$ cat config.mk
export PLATFORM = sky130hd
export DESIGN_NAME = byte_bitwise_unit
export DESIGN_NICKNAME = d
export VERILOG_FILES = /design/src/rtl/byte_bitwise_unit.sv
export SDC_FILE = /design/constraint.sdc
export NUM_CORES = 1
export LEC_CHECK = 0
export ABC_AREA = 1
export CORE_UTILIZATION = 39
export CTS_CLUSTER_DIAMETER = 60
export DETAILED_ROUTE_END_ITERATION = 8
export PLACE_DENSITY = 0.88
export SYNTH_ARGS = -nofsm -noshare
export SYNTH_HDL_FRONTEND = slang
export SYNTH_HIERARCHICAL = 1
export SYNTH_SLANG_ARGS = --single-unit
$ cat constraint.sdc
create_clock -name clk -period 1.6 [get_ports clk]
set_input_delay 0.32 -clock clk [delete_from_list [all_inputs] [get_ports clk]]
set_output_delay 0.32 -clock clk [all_outputs]
set_load 0.02 [all_outputs]
$ cat src/rtl/byte_bitwise_unit.sv
// rtl/byte_bitwise_unit.sv - 8-bit bitwise logic slice with combinational results and a registered selected result
`timescale 1ns/1ps

// Single-bit OR gate.
module bbu_or_gate (
   input  logic a_i,
   input  logic b_i,
   output logic y_o
);
   assign y_o = a_i | b_i;
endmodule

// Single-bit AND gate.
module bbu_and_gate (
   input  logic a_i,
   input  logic b_i,
   output logic y_o
);
   assign y_o = a_i & b_i;
endmodule

// Single-bit XOR gate.
module bbu_xor_gate (
   input  logic a_i,
   input  logic b_i,
   output logic y_o
);
   assign y_o = a_i ^ b_i;
endmodule

// Single-bit inverter; NOT only looks at operand A.
module bbu_not_gate (
   input  logic a_i,
   output logic y_o
);
   assign y_o = ~a_i;
endmodule

// Byte-wide logic slice; two of these side by side form the 16-bit logic unit.
module byte_bitwise_unit (
   input  logic       clk,
   input  logic       rst,
   input  logic [7:0] a,
   input  logic [7:0] b,
   input  logic [1:0] op,
   input  logic       in_valid,
   output logic [7:0] or_res,
   output logic [7:0] and_res,
   output logic [7:0] xor_res,
   output logic [7:0] not_res,
   output logic [7:0] res_q,
   output logic       zero_q,
   output logic       valid_q
);

   localparam logic [1:0] OP_OR  = 2'd0;
   localparam logic [1:0] OP_AND = 2'd1;
   localparam logic [1:0] OP_XOR = 2'd2;
   localparam logic [1:0] OP_NOT = 2'd3;

   logic [7:0] sel;
   logic       zero;
   logic [7:0] res_d;
   logic       zero_d;
   logic       valid_d;

   // Bits are fully independent: one gate per bit per function, no carries.
   for (genvar i = 0; i < 8; i++) begin : g_bit
      bbu_or_gate  u_or  (.a_i(a[i]), .b_i(b[i]), .y_o(or_res[i]));
      bbu_and_gate u_and (.a_i(a[i]), .b_i(b[i]), .y_o(and_res[i]));
      bbu_xor_gate u_xor (.a_i(a[i]), .b_i(b[i]), .y_o(xor_res[i]));
      bbu_not_gate u_not (.a_i(a[i]), .y_o(not_res[i]));
   end

   // Pick the result for the registered path; every op encoding is meaningful.
   always_comb begin
      sel = or_res;
      unique case (op)
         OP_OR:   sel = or_res;
         OP_AND:  sel = and_res;
         OP_XOR:  sel = xor_res;
         OP_NOT:  sel = not_res;
         default: sel = or_res;
      endcase
      zero = ~|sel;
   end

   // Next-state: reset beats a capture; without a capture the result holds and valid drops.
   always_comb begin
      res_d   = res_q;
      zero_d  = zero_q;
      valid_d = 1'b0;
      if (rst) begin
         res_d   = 8'h00;
         zero_d  = 1'b1;
         valid_d = 1'b0;
      end else if (in_valid) begin
         res_d   = sel;
         zero_d  = zero;
         valid_d = 1'b1;
      end
   end

   // Registered result, zero flag and one-cycle valid pulse.
   always_ff @(posedge clk) begin
      res_q   <= res_d;
      zero_q  <= zero_d;
      valid_q <= valid_d;
   end

endmodule

**Run 1: metal 1**

The bar under the picture is 20 µm long. Cells faint in the background.
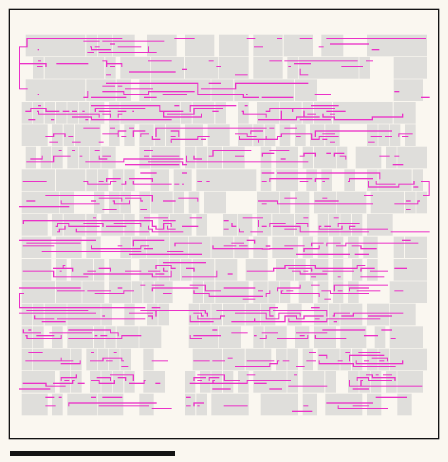
share of all routed wire = 41%
nets with wire on the layer = 271
longest straight run = 15.6 µm
wire length on this layer = 1330 µm
main direction = horizontal
routed via count: 1444
grt met1 use: 0.2504
routed wire length: 3256 µm

**Run 1: the metal 2 layer**

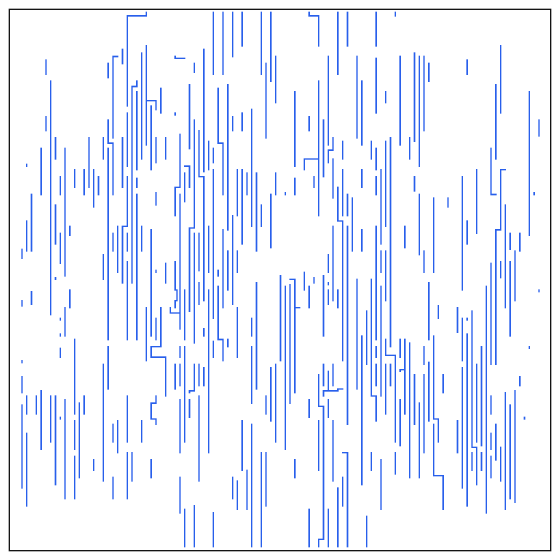
longest straight run = 22.4 µm
main direction = vertical
met2 usage: 0.4765

==> run_results.csv, run 1 <==
group,metric,value,unit
cts,ctsRootBufferMaster,"clkbuf_4",
grt,grtUsageTotal,0.2511,
logic_synthesis,avgSynthCellArea,4.954,µm²
cts,post-cts-setup-buffer-count,0,
final_timing,hold_viol,0,
critical_path,crit_arrival,1.25,ns
logic_synthesis,yosys.stat.seqShare,0.2062,
final_timing,fin_skew,0,ns
final_timing,slew_headroom,0.8416,
power,switchingPower,0.3604,mW
critical_path,critPathKind,"reg2out",
critical_path,worst_setup_path_end_kind,"output port",
critical_path,crit_slowest_cell,"clkdlybuf4s50_1",
final_timing,max_slew.worst_pin.slew,0.2369,ns
power,p_comb_frac,0.528,
cts,htreeDepth,1,
logic_synthesis,yosysTopAreaCellShare,0.2590,
final_timing,layout_min_cycle_time,1.566,ns
logic_synthesis,ys_warn_count,6,
logic_synthesis,ys.flops,10,
grt,grt_pass1_wl,5057,µm
grt,overflow,0,
hold_path,min-delay-start,"res_q[5]$_SDFFE_PP0P_",
layout,drive_gt1_frac,0.2323,
logic_synthesis,synth.distinct_cells,18,
logic_synthesis,syn_area,970.9,µm²
final_timing,setup-violations-final,0,
detailed_routing,drc_errors,0,
layout,layout.nets,320,
cts,clockBufferDepth,2,
critical_path,r2r-start,"res_q[1]$_SDFFE_PP0P_",
logic_synthesis,netlist_instances,196,
critical_path,required,1.28,ns
place,placed_area,1897,µm²
logic_synthesis,synth-cells-yosys,196,
power,powerDensity,501.7,nW/µm²
cts,cts.sinks,10,
floorplanning,rows,17,
critical_path,startpoint_type,"flip-flop",
status,status,"complete, no violations",
layout,nFillCells,170,
place,io_buffer_count,62,
place,gp_congestion,0.8609,
critical_path,worstPathMaxFanout,2,
final_timing,slew_viol_final,0,
critical_path,startpoint,"res_q[1]$_SDFFE_PP0P_",
cts,cts_buffers,3,
**Run 1: metal 3**

The bar under the picture is 20 µm long.
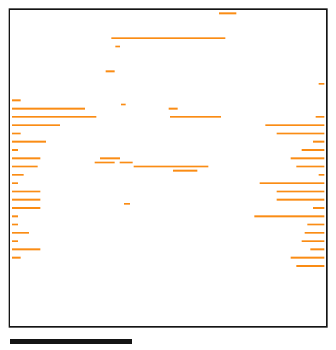
nets with wire on the layer = 48
longest straight run = 18.4 µm
share of all routed wire = 6.9%
met3 global-route usage: 0.07310

[run 1: registers in the layout, indices dropped and copies added, names as in the netlist]
register,flops
res_q,8
valid_q,1
zero_q,1
[run 1: cells in the final DEF, fill, tap and decap left out, drive strengths merged]
cell           synthesis  layout
a21oi                  4       4
inv                   63      63
dlygate4sd2            0      15
clkdlybuf4s15          0      16
dfxtp                 10      10
nand4                  3       3
nor2                  20      20
dlymetal6s2s           0       7
nand3                 15      15
buf                    2      43
and3                   1       1
or2                    1       1
clkdlybuf4s50          0      16
o21ai                  5       5
nand2                 68      68
clkbuf                 1       7
o211ai                 3       3
[run 1: cells in the mapped netlist]
cell type and count:
nand2_1 67, inv_1 61, nor2_1 18, nand3_1 15, dfxtp_1 10, a21oi_1 4
nand4_1 3, o211ai_1 3, o21ai_1 3, inv_2 2, nor2_2 2, o21ai_0 2
and3_1 1, buf_4 1, buf_6 1, clkbuf_1 1, nand2_2 1, or2_0 1
[run 1: area by class of cell]
cell class | count | area (µm²) | area share
Clock buffer | 3 | 22.52 | 0.01187
Sequential cell | 10 | 200.2 | 0.1055
Tap cell | 28 | 35.03 | 0.01847
Inverter | 63 | 236.5 | 0.1247
Multi-Input combinational cell | 120 | 514.2 | 0.2711
Timing Repair Buffer | 101 | 888.4 | 0.4683
[run 1: layer usage]
metal  wire length [µm]  GRT usage
met5                  0          0
met4                 78    0.09910
met3                223    0.07310
met2               1622     0.4765
met1               1332     0.2504
[run 1: final timing paths]
path	to	cells after the start
worst max-delay path	res_q[1]	1
worst min-delay path	res_q[5]$_SDFFE_PP0P_	2
worst max register to register	res_q[1]$_SDFFE_PP0P_	4
worst min register to register	res_q[5]$_SDFFE_PP0P_	2
[run 1: power groups by stage]
stage	logic, mW	registers (mW)	clock network, mW
floorplan	0.207	0.305	0
global placement	0.524	0.282	0
detailed placement	0.534	0.283	0
CTS	0.509	0.278	0.176
global route	0.548	0.279	0.193
finish	0.502	0.278	0.172
[run 1: repair_timing]
item / in CTS / in global routing
setup endpoints to repair: 32 / 23
hold buffers: 0 / 0
resized: 81 / 15
[run 1: cell families (layout without fill, tap and decap cells)]
kind of cell,Yosys count,in the layout,share of synthesized area
simple gates,108,108,0.4575
buf+inv,66,167,0.2668
flops,10,10,0.2062
compound gates,12,12,0.06958
[run 1: through the flow]
step                power (mW)  utilization  instances
floorplan               0.5122            -        196
global placement        0.8060       0.8334        322
detailed placement      0.8167       0.8334        322
CTS                     0.9626       0.8417        325
global route             1.021       0.8334        325
finish                  0.9517       0.8334        325
==> inputs of run 2 (changes only) <==
--- a/config.mk
+++ b/config.mk
@@ -6,10 +6,10 @@
 export NUM_CORES = 1
 export LEC_CHECK = 0
 export ABC_AREA = 1
-export CORE_UTILIZATION = 39
+export CORE_UTILIZATION = 36
 export CTS_CLUSTER_DIAMETER = 60
 export DETAILED_ROUTE_END_ITERATION = 8
-export PLACE_DENSITY = 0.88
+export PLACE_DENSITY = 0.82
 export SYNTH_ARGS = -nofsm -noshare
 export SYNTH_HDL_FRONTEND = slang
 export SYNTH_HIERARCHICAL = 1
==> constraint.sdc (replaced) <==
create_clock -name clk -period 1.7 [get_ports clk]
set_input_delay 0.34 -clock clk [delete_from_list [all_inputs] [get_ports clk]]
set_output_delay 0.34 -clock clk [all_outputs]
set_load 0.02 [all_outputs]
**Run 2: the metal 2 layer**

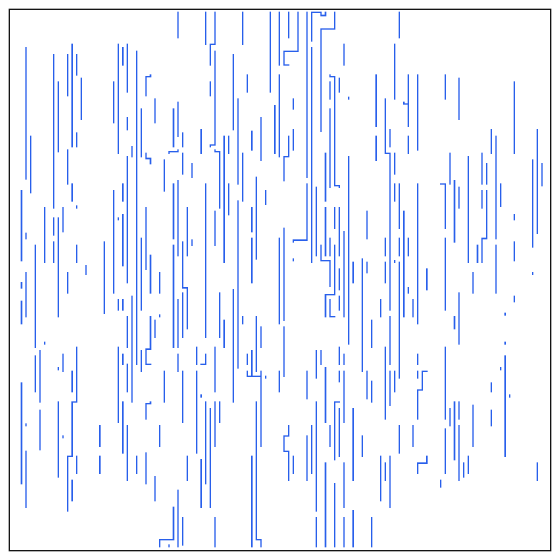
met2 usage: 0.3745
routed via count: 1407
routed wire length: 2882 µm

**Run 2: clock routing**

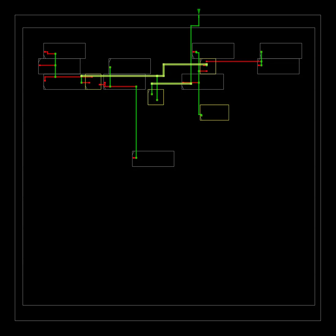
number of buffers created by CTS: 3
clock skew: 0 ns
clock buf count: 4
Clk power: 0.215 mW

==> run 2 against run 1 <==
- worst setup slack worse by 0.015 ns
- clock power up 25%
- die size up 8.0%
- combinational power down 8.4%
- clock-buffer cell count up 1
- via count down 2.6%
- highest routed layer is now met3
- clock skew unchanged
- cell area down 2.5%
- flip-flop count unchanged
- largest power group unchanged
- wire length down 11%
- total power down 1.7%
==> run_results.csv, run 2 <==
group,metric,value,unit
status,status,"complete, no violations",
logic_synthesis,edf_count,0,
logic_synthesis,synthArstFlopShare,0,
logic_synthesis,most_common_cell,"nand2_1",
cts,cts.sinks,10,
logic_synthesis,ys_top_cells_by_count,"67 x nand2_1, 61 x inv_1, 18 x nor2_1",
grt,grt_pass1_wl,4409,µm
logic_synthesis,ys.flops,10,
cts,clockBufferDepth,2,
critical_path,critPathKind,"in2out",
final_timing,slew_headroom,0.8477,
cts,ctsResizeCount,39,
layout,mostFrequentLayoutCell,"nand2_1",
layout,largest_register_ffs,8,
final_timing,layout_min_cycle_time,1.681,ns
critical_path,crit_arrival,1.34,ns
grt,grtUsageTotal,0.2047,
place,io_buffer_count,62,
critical_path,worstPathMaxFanout,5,
final_timing,max_slew.worst_pin.slew,0.2277,ns
logic_synthesis,yosysTopAreaCellShare,0.2590,
cts,hold_buffers,0,
critical_path,required,1.36,ns
power,powerDensity,506.1,nW/µm²
detailed_routing,vias_per_cell,4.303,
layout,reg_top3,"res_q (8), valid_q (1), zero_q (1)",
final_timing,slew_viol_final,0,
detailed_routing,drc_errors,0,
logic_synthesis,syn_area,970.9,µm²
logic_synthesis,synth-cells-yosys,196,
critical_path,startpoint_type,"input pin",
layout,drive_gt1_frac,0.2088,
logic_synthesis,netlist_instances,196,
logic_synthesis,ys_sh_aoi,0.06959,
logic_synthesis,yosys.area_share.simple,0.4575,
logic_synthesis,mux_share,0,
logic_synthesis,ys.flop_type,"dfxtp_1",
layout,top_register,"res_q",
logic_synthesis,xor_area_frac,0,
logic_synthesis,synth.distinct_cells,18,
critical_path,worst_setup_path_end_kind,"output port",
logic_synthesis,ys_warn_count,6,
grt,overflow,0,
logic_synthesis,yosys.stat.seqShare,0.2062,
place,placed_area,1892,µm²
[run 2: cell counts after synthesis]
Identical to the previous run, type by type.
[run 2: final cells by class]
class,count,area (µm²)
inverters,63,236.5
clock buffers,4,36.28
well taps,30,37.54
multi-input cells,120,511.7
fillers,209,673.1
flip-flops and latches,10,200.2
repair buffers,100,827.0
[run 2: metal layers]
metal  vias up  wire length (µm)  part of all wire  GRT usage
met4         0                 0                 0    0.02632
met5         -                 0                 0          0
li1        768                 -                 -          -
met2        49              1370              0.48     0.3745
met3         0               244             0.085    0.06215
met1       590              1267              0.44     0.2357
[run 2: worst paths after layout]
kind                                              end  cells after the start                   from
worst max-delay path                       and_res[5]                      4                   a[5]
worst min-delay path            res_q[3]$_SDFFE_PP0P_                      2  res_q[3]$_SDFFE_PP0P_
worst max register to register  res_q[2]$_SDFFE_PP0P_                      4  res_q[2]$_SDFFE_PP0P_
worst min register to register  res_q[3]$_SDFFE_PP0P_                      2  res_q[3]$_SDFFE_PP0P_
[run 2: worst max-delay path, cell delays in order]
cell and delay [ns]:
clkdlybuf4s50_1 0.54, nand2_1 0.07, inv_1 0.07, clkdlybuf4s15_1 0.31
[run 2: cells by family after synthesis]
family,Yosys count
AND-OR/OR-AND,12
buffers and inverters,66
flip-flops,10
AND/OR/NAND/NOR,108
[run 2: report_power, final]
group	internal [mW]	total, mW	switching, mW
Combinational	0.218	0.460	0.242
Clock	0.130	0.215	0.0844
Sequential	0.252	0.262	0.00952
[run 2: metrics by stage]
stage | hold slack, ns | instances | util | total power, mW
global placement | 0.4672 | 323 | 0.7500 | 0.7573
finish | 0.4928 | 327 | 0.7331 | 0.9359
floorplan | 0.4124 | 196 | - | 0.4821
global route | 0.5199 | 327 | 0.7331 | 1.001
CTS | 0.4975 | 327 | 0.7520 | 0.9464
detailed placement | 0.4684 | 323 | 0.7500 | 0.7632
**Run 2: metal 1**

The bar under the picture is 20 µm long. Cells faint in the background.
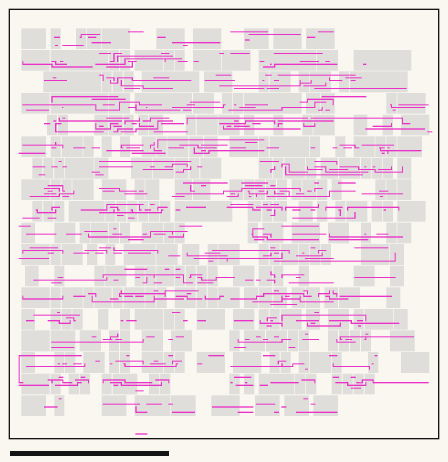

==> inputs of run 3 (changes only) <==
--- a/config.mk
+++ b/config.mk
@@ -10,6 +10,7 @@
 export CTS_CLUSTER_DIAMETER = 60
 export DETAILED_ROUTE_END_ITERATION = 8
 export PLACE_DENSITY = 0.82
+export SKIP_LAST_GASP = 1
 export SYNTH_ARGS = -nofsm -noshare
 export SYNTH_HDL_FRONTEND = slang
 export SYNTH_HIERARCHICAL = 1
**Run 3: metal 1**

The bar under the picture is 20 µm long. Cells faint in the background.
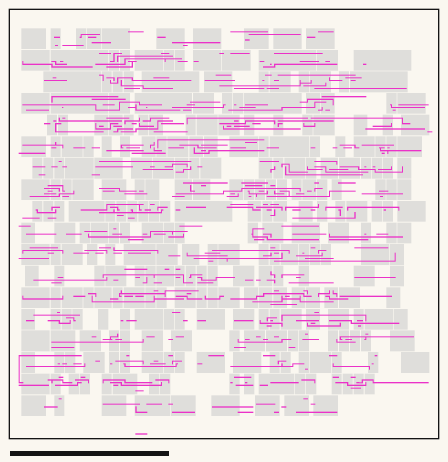
routed wire length: 2884 µm
grt met1 use: 0.2357

**Run 3: sizing map**

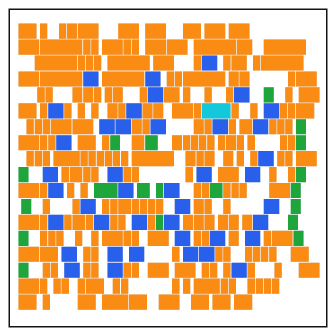
blue -> x3 and x4  # cells 41, share 14%
green -> x2  # cells 19, share 6.4%
orange -> x1 and smaller  # cells 236, share 79%
cyan -> x6 and larger  # cells 1, share 0.34%
Syn-to-layout area delta: 90.98%
post-route cell area: 1854 µm²

==> run 3 against run 2 <==
- flip-flop count unchanged
- non-clock buffer count stayed put
- cell area grew 0.27%
- critical path depth unchanged
- worst setup slack did not move
- via count unchanged
- critical endpoint unchanged
- clock-buffer cell count is the same
- highest routed layer unchanged
- maximum frequency unchanged
==> run_results.csv, run 3 <==
group,metric,value,unit
status,status,"complete, no violations",
critical_path,crit_arrival,1.34,ns
logic_synthesis,yosys.stat.seqShare,0.2062,
layout,mostFrequentLayoutCell,"nand2_1",
logic_synthesis,synthArstFlopShare,0,
detailed_routing,vias_per_cell,4.303,
final_timing,layout_min_cycle_time,1.681,ns
logic_synthesis,yosysTopAreaCellShare,0.2590,
logic_synthesis,synth.distinct_cells,18,
logic_synthesis,xor_area_frac,0,
critical_path,critPathKind,"in2out",
power,powerDensity,505.0,nW/µm²
logic_synthesis,syn_area,970.9,µm²
detailed_routing,vias,1407,
final_timing,max_slew.worst_pin.slew,0.2277,ns
layout,top_register,"res_q",
logic_synthesis,ys.flops,10,
logic_synthesis,ys.flop_type,"dfxtp_1",
critical_path,required,1.36,ns
cts,cts.sinks,10,
logic_synthesis,netlist_instances,196,
final_timing,slew_viol_final,0,
logic_synthesis,most_common_cell,"nand2_1",
floorplanning,fp.dieH,53.93,µm
layout,largest_register_ffs,8,
critical_path,startpoint_type,"input pin",
cts,hold_buffers,0,
grt,overflow,0,
detailed_routing,drc_errors,0,
place,io_buffer_count,62,
logic_synthesis,ys_top_cells_by_count,"67 x nand2_1, 61 x inv_1, 18 x nor2_1",
logic_synthesis,yosys.area_share.simple,0.4575,
logic_synthesis,mux_share,0,
final_timing,slew_headroom,0.8477,
critical_path,worstPathMaxFanout,5,
logic_synthesis,ys_warn_count,6,
final_timing,fin_skew,0,ns
logic_synthesis,ys_sh_aoi,0.06959,
critical_path,worst_setup_path_end_kind,"output port",
logic_synthesis,synth-cells-yosys,196,
grt,grt_pass1_wl,4409,µm
## run 3: cell counts after synthesis
Identical to the previous run, type by type.
## run 3: layer usage
layer  global-route usage  part of all wire  routed length, µm  vias up
met1               0.2357              0.44               1267      590
li1                     -                 -                  -      768
met3              0.06215             0.086                247        0
met2               0.3745              0.47               1369       49
met5                    0                 0                  0        -
met4              0.02632                 0                  0        0
## run 3: logic make-up (layout without fill, tap and decap cells)
group	after synthesis	after routing
AND/OR/NAND/NOR	108	108
AND-OR/OR-AND	12	12
buffers and inverters	66	167
flip-flops	10	10
## run 3: layout make-up
type,instances,area [µm²]
Sequential cell,10,200.2
Clock buffer,4,36.28
Tap cell,30,37.54
Fill cell,208,668.1
Inverter,63,236.5
Timing Repair Buffer,100,832.0
Multi-Input combinational cell,120,511.7
## run 3: path summary, 6_finish.rpt
| path | from | endpoint | cells past startpoint |
|---|---|---|---|
| worst min-delay path | res_q[3]$_SDFFE_PP0P_ | res_q[3]$_SDFFE_PP0P_ | 2 |
| worst max-delay path | a[5] | and_res[5] | 4 |
| worst min register to register | res_q[3]$_SDFFE_PP0P_ | res_q[3]$_SDFFE_PP0P_ | 2 |
| worst max register to register | res_q[2]$_SDFFE_PP0P_ | res_q[2]$_SDFFE_PP0P_ | 4 |
## run 3: repair_timing
item,in CTS,in global routing
setup endpoints to repair,32,21
gates resized,39,28
hold endpoints to repair,0,0
## run 3: report_power, final
part,internal [mW],switching [mW]
clock network,0.130,0.0844
logic,0.219,0.242
registers,0.252,0.00952
total,0.601,0.335
## run 3: worst max-delay path, cell delays in order
cell and delay, ns:
clkdlybuf4s50_1 0.54, nand2_1 0.07, inv_1 0.07, clkdlybuf4s15_1 0.31
## run 3: stage by stage
stage	hold slack, ns	total power, mW	util	instances	TNS (ns)
finish	0.4928	0.9365	0.7351	327	0
global route	0.5199	1.002	0.7351	327	-0.01700
CTS	0.4975	0.9464	0.7520	327	0
detailed placement	0.4684	0.7632	0.7500	323	-8.247
global placement	0.4672	0.7573	0.7500	323	-7.655
floorplan	0.4124	0.4821	-	196	0
No activity file was given, so power comes from the tool's default toggle rates.
